run_1/met1.png
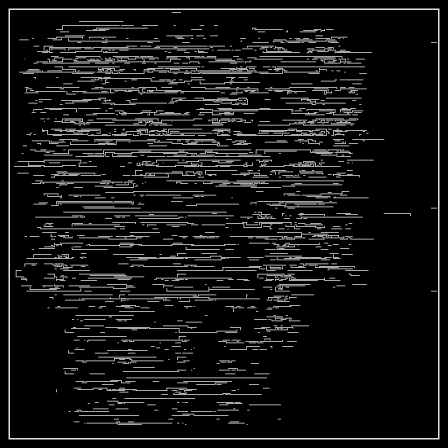
run_1/met2.png
Scale bar: 20 um.
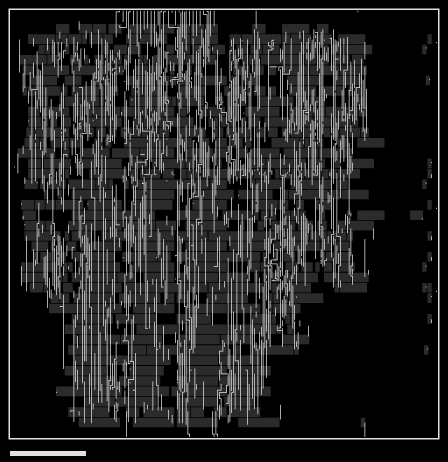
run_1/met3.png
Scale bar: 20 um.
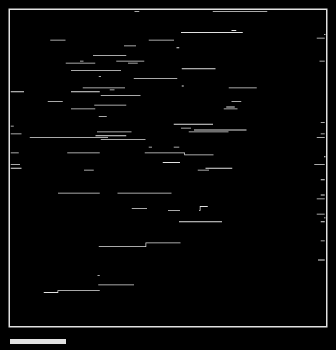
File: src/rtl/mmio_uart_tx_pkg.sv
// Shared types and constants for the memory-mapped UART transmitter.
// Latency: n/a (types, offsets and bit positions only).
// Backpressure: n/a.
//
// Config macro: MMIO_UART_PARITY_EN adds the PARITY state to the FSM enum.
package mmio_uart_tx_pkg;

  typedef logic [31:0] u32_t;
  typedef logic [3:0]  wrstb_t;

  // Byte offsets of the registers; only bits [3:2] are decoded.
  localparam logic [3:0] TXDATA_OFS  = 4'h0;
  localparam logic [3:0] STATUS_OFS  = 4'h4;
  localparam logic [3:0] DIVISOR_OFS = 4'h8;

  // STATUS bit positions.
  localparam int STAT_BUSY    = 0;
  localparam int STAT_FULL    = 1;
  localparam int STAT_EMPTY   = 2;
  localparam int STAT_OVF     = 3;
  localparam int STAT_PAR_EN  = 4;
  localparam int STAT_CNT_LSB = 8;
  localparam int STAT_CNT_W   = 4;

  // Word index of a register offset, as seen on addr[3:2].
  function automatic logic [1:0] reg_idx(input logic [3:0] ofs);
    return ofs[3:2];
  endfunction

`ifdef MMIO_UART_PARITY_EN
  typedef enum logic [2:0] {
    ST_IDLE   = 3'd0,
    ST_START  = 3'd1,
    ST_DATA   = 3'd2,
    ST_STOP   = 3'd3,
    ST_PARITY = 3'd4
  } uart_tx_state_t;
`else
  typedef enum logic [2:0] {
    ST_IDLE  = 3'd0,
    ST_START = 3'd1,
    ST_DATA  = 3'd2,
    ST_STOP  = 3'd3
  } uart_tx_state_t;
`endif

endpackage

File: src/rtl/mmio_uart_tx_sync_fifo.sv
// sync_fifo: single-clock circular-buffer FIFO, shared by the UART TX and RX blocks.
// Latency: a pushed entry is visible on pop_dat the cycle after the push edge.
// Backpressure: push to a full FIFO is dropped unless a pop happens in the same cycle.
//
// Ports: clk, rst (sync, active-high), push/push_dat, pop/pop_dat (head of queue,
// combinational), full, empty, count (0..DEPTH). DEPTH must be a power of two >= 2.
module sync_fifo #(
  parameter  int WIDTH = 8,
  parameter  int DEPTH = 8,
  localparam int AW    = $clog2(DEPTH)
) (
  input  logic             clk,
  input  logic             rst,
  input  logic             push,
  input  logic [WIDTH-1:0] push_dat,
  input  logic             pop,
  output logic [WIDTH-1:0] pop_dat,
  output logic             full,
  output logic             empty,
  output logic [AW:0]      count
);

  logic [WIDTH-1:0] mem [DEPTH];
  logic [AW-1:0]    wr_ptr;
  logic [AW-1:0]    rd_ptr;
  logic             do_push;
  logic             do_pop;

  assign full    = (count == (AW+1)'(DEPTH));
  assign empty   = (count == '0);
  assign pop_dat = mem[rd_ptr];

  // When full, a simultaneous pop frees the slot at the head; the write lands in
  // that slot at the same edge the head data is consumed.
  assign do_pop  = pop & ~empty;
  assign do_push = push & (~full | do_pop);

  always_ff @(posedge clk) begin
    if (do_push) begin
      mem[wr_ptr] <= push_dat;
    end
  end

  // Pointers wrap naturally because DEPTH is a power of two.
  always_ff @(posedge clk) begin
    if (rst) begin
      wr_ptr <= '0;
      rd_ptr <= '0;
      count  <= '0;
    end else begin
      if (do_push) wr_ptr <= wr_ptr + 1'b1;
      if (do_pop)  rd_ptr <= rd_ptr + 1'b1;
      case ({do_push, do_pop})
        2'b10:   count <= count + 1'b1;
        2'b01:   count <= count - 1'b1;
        default: count <= count;
      endcase
    end
  end

endmodule

File: src/rtl/mmio_uart_tx.sv
// Memory-mapped 8N1 UART transmitter on the DMEM bus (TXDATA/STATUS/DIVISOR).
// Latency: byte written at edge N is popped at N+1; start bit appears on txd after N+1.
// Backpressure: none on the bus; pushes to a full FIFO are dropped and flag overflow.
//
// Ports: clk, rst (sync, active-high), sel (window decode from top), addr (only [3:2]
// decoded), wrdata, wrstb (all-zero = read/idle), rddata (combinational, 0 when !sel),
// txd (idle high), irq (FIFO empty and shifter idle).
// Config macro: MMIO_UART_PARITY_EN enables STATUS bit4 and an even-parity bit.
module mmio_uart_tx
  import mmio_uart_tx_pkg::*;
#(
  parameter int          FIFO_DEPTH  = 8,
  parameter logic [15:0] DEFAULT_DIV = 16'd434
) (
  input  logic   clk,
  input  logic   rst,
  input  logic   sel,
  input  u32_t   addr,
  input  u32_t   wrdata,
  input  wrstb_t wrstb,
  output u32_t   rddata,
  output logic   txd,
  output logic   irq
);

  localparam int CW = $clog2(FIFO_DEPTH) + 1;

  // ---------------------------------------------------------------- bus decode
  logic       we;
  logic [1:0] reg_sel;
  logic       wr_txdata;
  logic       wr_status;
  logic       wr_div_lo;
  logic       wr_div_hi;

  assign we        = sel & (|wrstb);
  assign reg_sel   = addr[3:2];
  assign wr_txdata = we & wrstb[0] & (reg_sel == reg_idx(TXDATA_OFS));
  assign wr_status = we & wrstb[0] & (reg_sel == reg_idx(STATUS_OFS));
  assign wr_div_lo = we & wrstb[0] & (reg_sel == reg_idx(DIVISOR_OFS));
  assign wr_div_hi = we & wrstb[1] & (reg_sel == reg_idx(DIVISOR_OFS));

  // Bits of the bus this block never looks at.
  logic unused_bits;
  assign unused_bits = ^{addr[31:4], addr[1:0], wrdata[31:16]};

  // ---------------------------------------------------------------- TX FIFO
  logic          fifo_pop;
  logic [7:0]    fifo_dat;
  logic          fifo_full;
  logic          fifo_empty;
  logic [CW-1:0] fifo_count;

  sync_fifo #(
    .WIDTH (8),
    .DEPTH (FIFO_DEPTH)
  ) u_fifo (
    .clk      (clk),
    .rst      (rst),
    .push     (wr_txdata),
    .push_dat (wrdata[7:0]),
    .pop      (fifo_pop),
    .pop_dat  (fifo_dat),
    .full     (fifo_full),
    .empty    (fifo_empty),
    .count    (fifo_count)
  );

  // ---------------------------------------------------------------- registers
  logic [15:0] divisor;
  logic        overflow;
  logic        par_en;

  always_ff @(posedge clk) begin
    if (rst) begin
      divisor <= DEFAULT_DIV;
    end else begin
      if (wr_div_lo) divisor[7:0]  <= wrdata[7:0];
      if (wr_div_hi) divisor[15:8] <= wrdata[15:8];
    end
  end

  // A push to a full FIFO only counts as overflow when nothing leaves that cycle.
  always_ff @(posedge clk) begin
    if (rst) begin
      overflow <= 1'b0;
    end else if (wr_txdata && fifo_full && !fifo_pop) begin
      overflow <= 1'b1;
    end else if (wr_status && wrdata[STAT_OVF]) begin
      overflow <= 1'b0;
    end
  end

`ifdef MMIO_UART_PARITY_EN
  always_ff @(posedge clk) begin
    if (rst) begin
      par_en <= 1'b0;
    end else if (wr_status) begin
      par_en <= wrdata[STAT_PAR_EN];
    end
  end
`else
  assign par_en = 1'b0;
`endif

  // ---------------------------------------------------------------- TX FSM
  uart_tx_state_t state_q, state_d;
  logic [15:0]    baud_cnt, cnt_d;
  logic [2:0]     bit_idx, idx_d;
  logic [7:0]     shreg, sh_d;
  logic           txd_d;
  logic [15:0]    period_m1;
  logic           bit_end;
`ifdef MMIO_UART_PARITY_EN
  logic           par_q, par_d;
`endif

  // A divisor of zero behaves like one clock per bit.
  assign period_m1 = (divisor == 16'd0) ? 16'd0 : (divisor - 16'd1);
  assign bit_end   = (baud_cnt == 16'd0);

  always_ff @(posedge clk) begin
    if (rst) begin
      state_q  <= ST_IDLE;
      baud_cnt <= '0;
      bit_idx  <= '0;
      shreg    <= '0;
      txd      <= 1'b1;
    end else begin
      state_q  <= state_d;
      baud_cnt <= cnt_d;
      bit_idx  <= idx_d;
      shreg    <= sh_d;
      txd      <= txd_d;
    end
  end

`ifdef MMIO_UART_PARITY_EN
  always_ff @(posedge clk) begin
    if (rst) par_q <= 1'b0;
    else     par_q <= par_d;
  end
`endif

  // The counter reloads from DIVISOR at each bit start, so a DIVISOR write
  // only changes the period of the next bit.
  always_comb begin
    state_d  = state_q;
    cnt_d    = baud_cnt;
    idx_d    = bit_idx;
    sh_d     = shreg;
    fifo_pop = 1'b0;
`ifdef MMIO_UART_PARITY_EN
    par_d    = par_q;
`endif

    if (state_q != ST_IDLE && !bit_end) begin
      cnt_d = baud_cnt - 16'd1;
    end

    case (state_q)
      ST_IDLE: begin
        if (!fifo_empty) begin
          fifo_pop = 1'b1;
          sh_d     = fifo_dat;
          cnt_d    = period_m1;
          state_d  = ST_START;
`ifdef MMIO_UART_PARITY_EN
          par_d    = ^fifo_dat;
`endif
        end
      end
      ST_START: begin
        if (bit_end) begin
          cnt_d   = period_m1;
          idx_d   = 3'd0;
          state_d = ST_DATA;
        end
      end
      ST_DATA: begin
        if (bit_end) begin
          cnt_d = period_m1;
          if (bit_idx == 3'd7) begin
`ifdef MMIO_UART_PARITY_EN
            state_d = par_en ? ST_PARITY : ST_STOP;
`else
            state_d = ST_STOP;
`endif
          end else begin
            idx_d = bit_idx + 3'd1;
            sh_d  = {1'b0, shreg[7:1]};
          end
        end
      end
`ifdef MMIO_UART_PARITY_EN
      ST_PARITY: begin
        if (bit_end) begin
          cnt_d   = period_m1;
          state_d = ST_STOP;
        end
      end
`endif
      ST_STOP: begin
        // Returning to IDLE costs one cycle before the next pop.
        if (bit_end) begin
          state_d = ST_IDLE;
        end
      end
      default: begin
        state_d = ST_IDLE;
      end
    endcase

    // txd is registered from the next state so it changes exactly with the FSM.
    case (state_d)
      ST_START:  txd_d = 1'b0;
      ST_DATA:   txd_d = sh_d[0];
`ifdef MMIO_UART_PARITY_EN
      ST_PARITY: txd_d = par_d;
`endif
      default:   txd_d = 1'b1;
    endcase
  end

  // ---------------------------------------------------------------- outputs
  assign irq = fifo_empty & (state_q == ST_IDLE);

  u32_t status_word;

  always_comb begin
    status_word               = '0;
    status_word[STAT_BUSY]    = (state_q != ST_IDLE);
    status_word[STAT_FULL]    = fifo_full;
    status_word[STAT_EMPTY]   = fifo_empty;
    status_word[STAT_OVF]     = overflow;
    status_word[STAT_PAR_EN]  = par_en;
    status_word[STAT_CNT_LSB +: STAT_CNT_W] = STAT_CNT_W'(fifo_count);
  end

  always_comb begin
    rddata = '0;
    if (sel) begin
      case (reg_sel)
        reg_idx(STATUS_OFS):  rddata = status_word;
        reg_idx(DIVISOR_OFS): rddata = {16'h0000, divisor};
        default:              rddata = '0;
      endcase
    end
  end

endmodule

File: config.mk
export PLATFORM = sky130hd
export DESIGN_NAME = mmio_uart_tx
export DESIGN_NICKNAME = d
export VERILOG_FILES = /design/src/rtl/mmio_uart_tx_pkg.sv /design/src/rtl/mmio_uart_tx_sync_fifo.sv /design/src/rtl/mmio_uart_tx.sv
export SDC_FILE = /design/constraint.sdc
export NUM_CORES = 1
export LEC_CHECK = 0
export CAP_MARGIN = 40
export CORE_MARGIN = 1.5
export CORE_UTILIZATION = 49
export DETAILED_ROUTE_END_ITERATION = 8
export PLACE_DENSITY = 0.75
export SLEW_MARGIN = 5
export SYNTH_ARGS = -nofsm -noshare
export SYNTH_HDL_FRONTEND = slang
export SYNTH_SLANG_ARGS = --single-unit
File: constraint.sdc
create_clock -name clk -period 3.99 [get_ports clk]
set_input_delay 0.798 -clock clk [delete_from_list [all_inputs] [get_ports clk]]
set_output_delay 0.798 -clock clk [all_outputs]
set_load 0.02 [all_outputs]
==> qor.yml, run 1 <==
outcome:
  status: "finished clean"
grt:
  grt_use_total_pct: 21.5
  grt-ovfl-total: 0
  grt_pass1_wl_mm: 20.7
  grt_max_degree: 29
  antenna_found_initial: 0
timing:
  fin_skew_ns: 0.00895
  tns_ns: 0
  post-route-min-period_ns: 3.64
  drv_slew: 0
  whs_ns: 0.449
  fin_crit_sh_pct: 91.3
  setup_viol: 0
  rsz0062_at_grt: "false"
  fin_ws_ns: 0.346
  worstMarginPinSlew_ns: 0.789
finish:
  post-route-util_pct: 60.1
  regArea_um2: 3140
  comb_area_um2: 2490
  nFillCells: 888
  final_cells: 731
  drive_gt1_share_pct: 11.2
  area_growth_pct: 18.7
  antenna_cells: 0
  num-nets-final: 659
  layout_top_cell: "edfxtp_1"
setup_path:
  r2r_cells: 9
  cp_num_buf_inv: 3
  crit_end: "rddata[0]"
  cp_slowest_stage_delay_ns: 0.64
  crit_start: "addr[2]"
  r2r_end: "u_fifo.count[3]"
  path_cells: "clkdlybuf4s50_1, inv_1, ha_1, a22oi_1, nor2_1, clkdlybuf4s50_1"
  crit_slowest_cell: "clkdlybuf4s50_1"
  critical_path.top_delay_family: "buffers and inverters"
  critPathRequiredTime_ns: 3.19
  crit_type: "input port to primary output"
  reg2reg_from: "state_q[2]"
  cp-start-kind: "input port"
  crit_top_cell: "clkdlybuf4s50_1"
cts:
  clk_pin_slew_worst_paths_ns: 0.05
  root_buffer: "clkbuf_16"
  cts_tree: "yes"
  clock-sinks: 125
  post_cts.repair.setup_buffers: 0
  cts_buffers: 17
  ctsHtreeMaxLevel: 4
logic_synthesis:
  yosysChipArea_um2: 5860
  postSynthAreaPerCell_um2: 11.1
  topCombFamilyByArea: "simple AND/OR/NAND/NOR gates"
  flop_cell: "edfxtp_1"
  ys_ff: 125
  synth_cells: 529
  synth.cellmix.compoundShare_pct: 7.54
  netlist.area_leader.share_pct: 32.8
  top_area_cell: "edfxtp_1"
  ys_cells: 529
  area_leaders: "edfxtp_1, dfxtp_1, mux4_2"
  synthArstFlopShare_pct: 0
  synth_area_um2: 5860
  synth.distinct_cells: 51
  common_cells: "edfxtp_1, dfxtp_1, nand2_1"
placed_design:
  portBuffers: 40
  place_ws_ns: 0.394
  globalplace.congestion: 0.860
  hpwl_mm: 8.72
pwr:
  swShare_pct: 31.0
  power.density_nw_per_um2: 635
  seq_power_mw: 1.67
  top_power_group: "sequential cells"
  netSwitchingPower_mw: 1.37
  clockPowerShare_pct: 33.3
  finalPower_mw: 4.42
floorplan:
  row_count: 39
  core_um2: 11600
  pin_count: 105
  dieArea_um2: 12600
  fp_util_pct: 50.7
min_path:
  min_path_cells: 2
  hold_start: "shreg[4]"
  hp-class: "flip-flop to flip-flop"
detailed_routing:
  ant_nets: 0
  first_pass_iters: 7
  vias_per_cell: 5.74
  remaining_drc_errors: 0
flow_run:
  max_cap_viol_count: 0
  log.warning_count: 77
Notes on met1.png above:
- main direction: horizontal
- longest straight run: 42.8 um
Via Count: 4,196
met1 GRT Util: 27.2%
Post-Route WL: 12.6 mm

Notes on met2.png above:
- wire length on this layer: 6,310 um
- main direction: vertical

Notes on met3.png above:
- main direction: horizontal
- longest straight run: 27.6 um
- wire length on this layer: 571 um
- nets with wire on the layer: 55
M3 GR Usage: 4.75%

-- run 1: area by class of cell --
cell class / count / area share, %
timing repair buffer: 56 / 7.59
tap: 143 / 2.57
inverter: 11 / 0.594
clock inverter: 8 / 1.30
clock buffer: 24 / 6.93
sequential: 125 / 45.2
multi-input combinational: 364 / 35.8
-- run 1: state kept, by name, indices dropped and copies added (netlist names), named ones only --
signal,count
u_fifo.mem,64
shreg,8
divisor,16
u_fifo.rd_ptr,3
u_fifo.count,4
u_fifo.wr_ptr,3
baud_cnt,16
overflow,1
txd,1
bit_idx,3
state_q,3
-- run 1: layer usage --
metal	wire (um)	vias up	GRT usage, %
li1	-	1985	-
met1	5520	2063	27.2
met2	6310	126	36.5
met3	570	22	4.75
met4	190	0	7.68
met5	0	-	0
==> run 2, diff against run 1 <==
--- a/config.mk
+++ b/config.mk
@@ -10,7 +10,6 @@
 export CORE_UTILIZATION = 49
 export DETAILED_ROUTE_END_ITERATION = 8
 export PLACE_DENSITY = 0.75
-export SLEW_MARGIN = 5
 export SYNTH_ARGS = -nofsm -noshare
 export SYNTH_HDL_FRONTEND = slang
 export SYNTH_SLANG_ARGS = --single-unit
run_2/met4.png
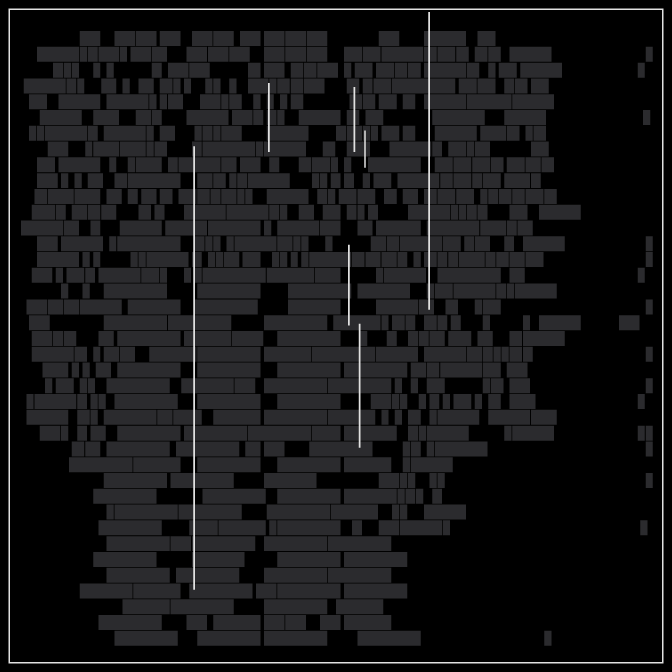
- share of all routed wire: 1.5%
- longest straight run: 76.2 um
- main direction: vertical

run_2/met3.png
Scale bar: 20 um.
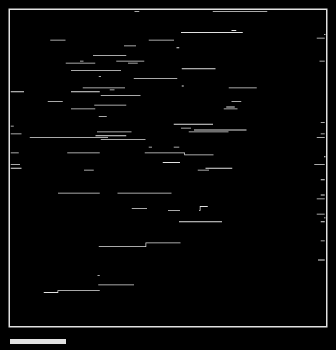
- main direction: horizontal
- share of all routed wire: 4.5%
- nets with wire on the layer: 55

run_2/met1.png
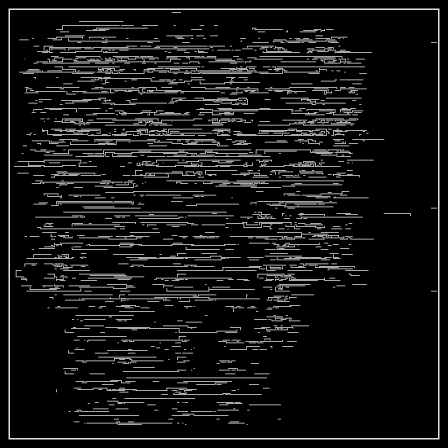
- nets with wire on the layer: 560
- wire length on this layer: 5,520 um
- longest straight run: 42.8 um
- main direction: horizontal

==> run 2 against run 1 <==
Effect of this change:
- flip-flop count did not move
- sequential power hardly changed
- sequential share of layout area stayed put
- setup slack stayed put
- core utilization unchanged
- fmax stayed put
- clock-buffer cell count is the same
- critical path depth unchanged
- routed wire length is the same
- die area is the same
- synthesized cell count unchanged
- critical path type unchanged
- largest power group unchanged
==> qor.yml, run 2 <==
outcome:
  status: "finished clean"
setup_path:
  crit_top_cell: "clkdlybuf4s50_1"
  r2r_end: "u_fifo.count[3]"
  cp_num_buf_inv: 3  # unchanged
  reg2reg_from: "state_q[2]"
  crit_slowest_cell: "clkdlybuf4s50_1"
  crit_end: "rddata[0]"
  r2r_cells: 9  # unchanged
  crit_start: "addr[2]"
  path_cells: "clkdlybuf4s50_1, inv_1, ha_1, a22oi_1, nor2_1, clkdlybuf4s50_1"
  critical_path.top_delay_family: "buffers and inverters"
  cp-start-kind: "input port"
  critPathRequiredTime_ns: 3.19  # about the same
  cp_slowest_stage_delay_ns: 0.64  # about the same
cts:
  post_cts.repair.setup_buffers: 0  # unchanged
  cts_tree: "yes"
  clk_pin_slew_worst_paths_ns: 0.05  # about the same
  clock-sinks: 125  # unchanged
  clock_latency_ns: 0.41
  cts_buffers: 17  # unchanged
  root_buffer: "clkbuf_16"
  ctsHtreeMaxLevel: 4  # unchanged
grt:
  use_met1_pct: 27.2  # unchanged
  grt-ovfl-total: 0  # unchanged
  grt_max_degree: 29  # unchanged
  grt_pass1_vias: 4178
  use_met2_pct: 36.5  # unchanged
  busiest_layer: "met2"
  antenna_found_initial: 0  # unchanged
  grt_util_met3_pct: 4.75  # unchanged
  grt_pass1_wl_mm: 20.7  # unchanged
  grt_use_total_pct: 21.5  # unchanged
logic_synthesis:
  ys_cells: 529  # unchanged
  ys_warn_count: 0
  yosysChipArea_um2: 5860  # unchanged
  ys_sh_adder_pct: 2.90
  top_area_cell: "edfxtp_1"
  synth.distinct_cells: 51  # unchanged
  flop_cell: "edfxtp_1"
  synth.cellmix.compoundShare_pct: 7.54  # unchanged
  netlist.area_leader.share_pct: 32.8  # unchanged
  topCombFamilyByArea: "simple AND/OR/NAND/NOR gates"
  ys_ff: 125  # unchanged
  common_cells: "edfxtp_1, dfxtp_1, nand2_1"
  postSynthAreaPerCell_um2: 11.1  # unchanged
  synth_area_um2: 5860  # unchanged
  area_leaders: "edfxtp_1, dfxtp_1, mux4_2"
  synthArstFlopShare_pct: 0  # unchanged
  synth_cells: 529  # unchanged
pwr:
  netSwitchingPower_mw: 1.37  # unchanged
  top_power_group: "sequential cells"
  seq_power_mw: 1.67  # about the same
  max-vdd-ir-drop_v: 0.000408
  power.density_nw_per_um2: 635  # unchanged
  finalPower_mw: 4.42  # unchanged
  swShare_pct: 31.0  # unchanged
  clockPowerShare_pct: 33.3  # about the same
floorplan:
  die_w_um: 112
  dieArea_um2: 12600  # unchanged
  core_um2: 11600  # unchanged
  row_count: 39  # unchanged
  fp_util_pct: 50.7  # unchanged
  die_h_um: 112
  pin_count: 105  # unchanged
detailed_routing:
  ant_nets: 0  # unchanged
  met2_length_mm: 6.31  # unchanged
  wl_met1_mm: 5.52  # unchanged
  vias: 4196  # unchanged
  vias_per_cell: 5.74  # unchanged
  routedWlPerCell_um: 17.2
  remaining_drc_errors: 0  # unchanged
  wl_met3_um: 570  # unchanged
  top_layer: "met4"
  first_pass_iters: 7  # unchanged
  drtIter0Drc: 290
finish:
  post-route-util_pct: 60.1  # unchanged
  area_growth_pct: 18.7  # unchanged
  final_cells: 731  # unchanged
  drive_gt1_share_pct: 11.2  # unchanged
  layout_top_cell: "edfxtp_1"
  nFillCells: 888  # unchanged
  antenna_cells: 0  # unchanged
  num-nets-final: 659  # unchanged
  reg.largest.list: "u_fifo.mem x64, baud_cnt x16, divisor x16"
  largest_reg_flops: 64  # unchanged
placed_design:
  globalplace.congestion: 0.860  # unchanged
  hpwl_mm: 8.72  # unchanged
  portBuffers: 40  # unchanged
timing:
  fin_skew_ns: 0.00895  # unchanged
  setup_viol: 0  # unchanged
  fin_crit_sh_pct: 91.3  # unchanged
  whs_ns: 0.449  # unchanged
  rsz0062_at_grt: "false"
  worstMarginPinSlew_ns: 0.789  # unchanged
  post-route-min-period_ns: 3.64  # unchanged
  drv_slew: 0  # unchanged
  fin_ws_ns: 0.346  # unchanged
  tns_ns: 0  # unchanged
flow_run:
  max_cap_viol_count: 0  # unchanged
  log.warning_count: 77  # unchanged
min_path:
  hp-class: "flip-flop to flip-flop"
run 2: cell counts in the layout (fill, tap and decap cells not counted):
No cell type changed its count.
run 2: how the worst min path moves through the flow:
stage                  start  endpoint  slack [ns]  depth (start not counted)
finish              shreg[4]  shreg[3]        0.45                          2
CTS                 shreg[6]  shreg[5]        0.45                          2
floorplan           shreg[1]  shreg[1]        0.42                          2
global route        shreg[4]  shreg[3]        0.46                          2
global placement    shreg[3]  shreg[2]        0.43                          2
detailed placement  shreg[2]  shreg[1]        0.44                          2
run 2: cell type report:
type                    instances  area [um2]  share of cell area (%)
clock buffers                  24         482                    6.93
multi-input cells             364        2490                    35.8
clock inverters                 8        90.1                    1.30
repair buffers                 56         528                    7.59
inverters                      11        41.3                   0.594
flip-flops and latches        125        3140                    45.2
well taps                     143         179                    2.57
==> run 3, diff against run 2 <==
--- a/config.mk
+++ b/config.mk
@@ -5,7 +5,7 @@
 export SDC_FILE = /design/constraint.sdc
 export NUM_CORES = 1
 export LEC_CHECK = 0
-export CAP_MARGIN = 40
+export CAP_MARGIN = 10
 export CORE_MARGIN = 1.5
 export CORE_UTILIZATION = 49
 export DETAILED_ROUTE_END_ITERATION = 8
run_3/met1.png
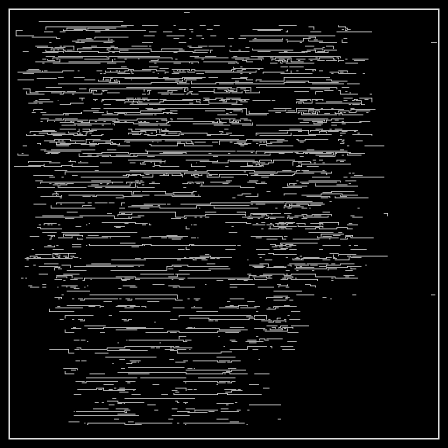
- share of all routed wire: 44%
- longest straight run: 37.3 um
Via Count: 4,125
met1 GRT Util: 27.1%

run_3/final_congestion.png
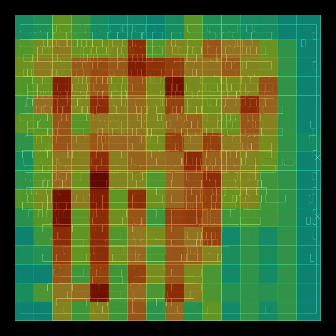
M3 GR Usage: 6.48%
WL/cell: 17.3 um
global route hottest layer: met2
met2 Use GR: 35.4%

run_3/met2.png
Scale bar: 20 um.
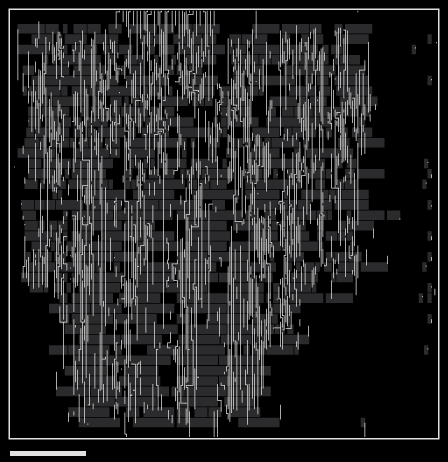

==> run 3 against run 2 <==
Effect of this change:
- the flow now finishes with violations (design-rule violations)
- final cell count down 0.27%
- core utilization fell by 0.16 points
- total power fell by 0.68%
- global-route usage about the same
- flip-flop count is the same
- die area unchanged
- clock-buffer cell count down 4
- hold slack better by 0.0032 ns
- area after synthesis unchanged
- setup slack worse by 0.016 ns
==> qor.yml, run 3 <==
logic_synthesis:
  topCombFamilyByArea: "simple AND/OR/NAND/NOR gates"
  postSynthAreaPerCell_um2: 11.1  # unchanged
  synth.distinct_cells: 51  # unchanged
  ys_warn_count: 0  # unchanged
  synth_area_um2: 5860  # unchanged
  top_area_cell: "edfxtp_1"
  area_leaders: "edfxtp_1, dfxtp_1, mux4_2"
  synth_cells: 529  # unchanged
  synthArstFlopShare_pct: 0  # unchanged
  ys_cells: 529  # unchanged
  flop_cell: "edfxtp_1"
  ys_ff: 125  # unchanged
  netlist.area_leader.share_pct: 32.8  # unchanged
cts:
  ctsHtreeMaxLevel: 4  # unchanged
  root_buffer: "clkbuf_16"
  post_cts.repair.setup_buffers: 0  # unchanged
  clk_pin_slew_worst_paths_ns: 0.05  # about the same
  clock-sinks: 125  # unchanged
timing:
  rsz0062_at_grt: "false"
  fin_ws_ns: 0.330  # -0.0161 ns
  fin_crit_sh_pct: 91.7  # +0.40 points
  whs_ns: 0.452  # +0.00322 ns
  tns_ns: 0  # unchanged
  fin_skew_ns: 0.00708  # -0.00187 ns
finish:
  num-nets-final: 657  # -0.30%
  nonClkBufAreaFrac_pct: 7.29  # -0.30 points
  clkCellAreaFrac_pct: 8.30  # +0.076 points
  sh_comb_area_pct: 35.9  # +0.097 points
  n_clock_buffer: 20  # -17%
  nNonClkInverters: 11  # unchanged
  largest_cell_class: "flip-flops and latches"
  logic_gates: 364  # unchanged
  nFillCells: 919  # +3.5%
  sh_seq_area_pct: 45.3  # +0.12 points
  regArea_um2: 3140  # unchanged
  flop-count: 125  # unchanged
  area_growth_pct: 18.4
  post-route-util_pct: 60.0  # -0.16 points
  final_cells: 729  # -0.27%
grt:
  antenna_found_initial: 0  # unchanged
  grt_pass1_vias: 4169  # -0.22%
  grt-ovfl-total: 0  # unchanged
min_path:
  min_path_cells: 2  # unchanged
  hold-path-endpoint: "shreg[3]"
  hold_start: "shreg[4]"
floorplan:
  core_um2: 11600  # unchanged
  dieArea_um2: 12600  # unchanged
  die_h_um: 112  # unchanged
  pin_count: 105  # unchanged
  taps: 143  # unchanged
  die_w_um: 112  # unchanged
setup_path:
  crit_end: "rddata[3]"
  critPathRequiredTime_ns: 3.19  # about the same
  r2r_cells: 5  # -4
  path_cells: "clkdlybuf4s50_1, inv_1, ha_1, a22oi_1, nor2_1, clkdlybuf4s50_1"
  cp_slowest_stage_delay_ns: 0.63  # about the same
  cp-start-kind: "input port"
pwr:
  max-vdd-ir-drop_v: 0.000449  # +9.9%
  finalPower_mw: 4.39  # -0.68%
  power.density_nw_per_um2: 632  # -0.42%
placed_design:
  globalplace.congestion: 0.860  # unchanged
  portBuffers: 40  # unchanged
  hpwl_mm: 8.75  # +0.39%
detailed_routing:
  drtIter0Drc: 333  # +15%
  remaining_drc_errors: 2  # +2
  first_pass_iters: 9  # +2
  top_layer: "met4"
  vias_per_cell: 5.66  # -1.4%
  ant_nets: 0  # unchanged
outcome:
  violations: "design-rule violations"
  status: "finished, violations left"
flow_run:
  log.warning_count: 77  # unchanged
==> run 3: netlist changes by cell type in the layout (fill, tap and decap cells not counted), sizes merged <==
cell,delta
buf,-2
clkbuf,-4
clkinv,+3
inv,+1
==> run 3: critical path, delay by kind of cell <==
family                     cells  cell delay, ns
AOI/OAI and AO/OA              1            0.19
buffers and inverters          3            1.19
adders and majority gates      1            0.54
and+or+nand+nor                1            0.14
==> run 3: report_power, final <==
part | switching [mW] | internal (mW) | total (mW) | leakage (nW)
sequential | 0.197 | 1.49 | 1.68 | 1.07
combinational | 0.642 | 0.582 | 1.22 | 1.15
clock | 0.536 | 0.943 | 1.48 | 0.287
total | 1.37 | 3.01 | 4.39 | 2.51
No activity file was given, so power comes from the tool's default toggle rates.
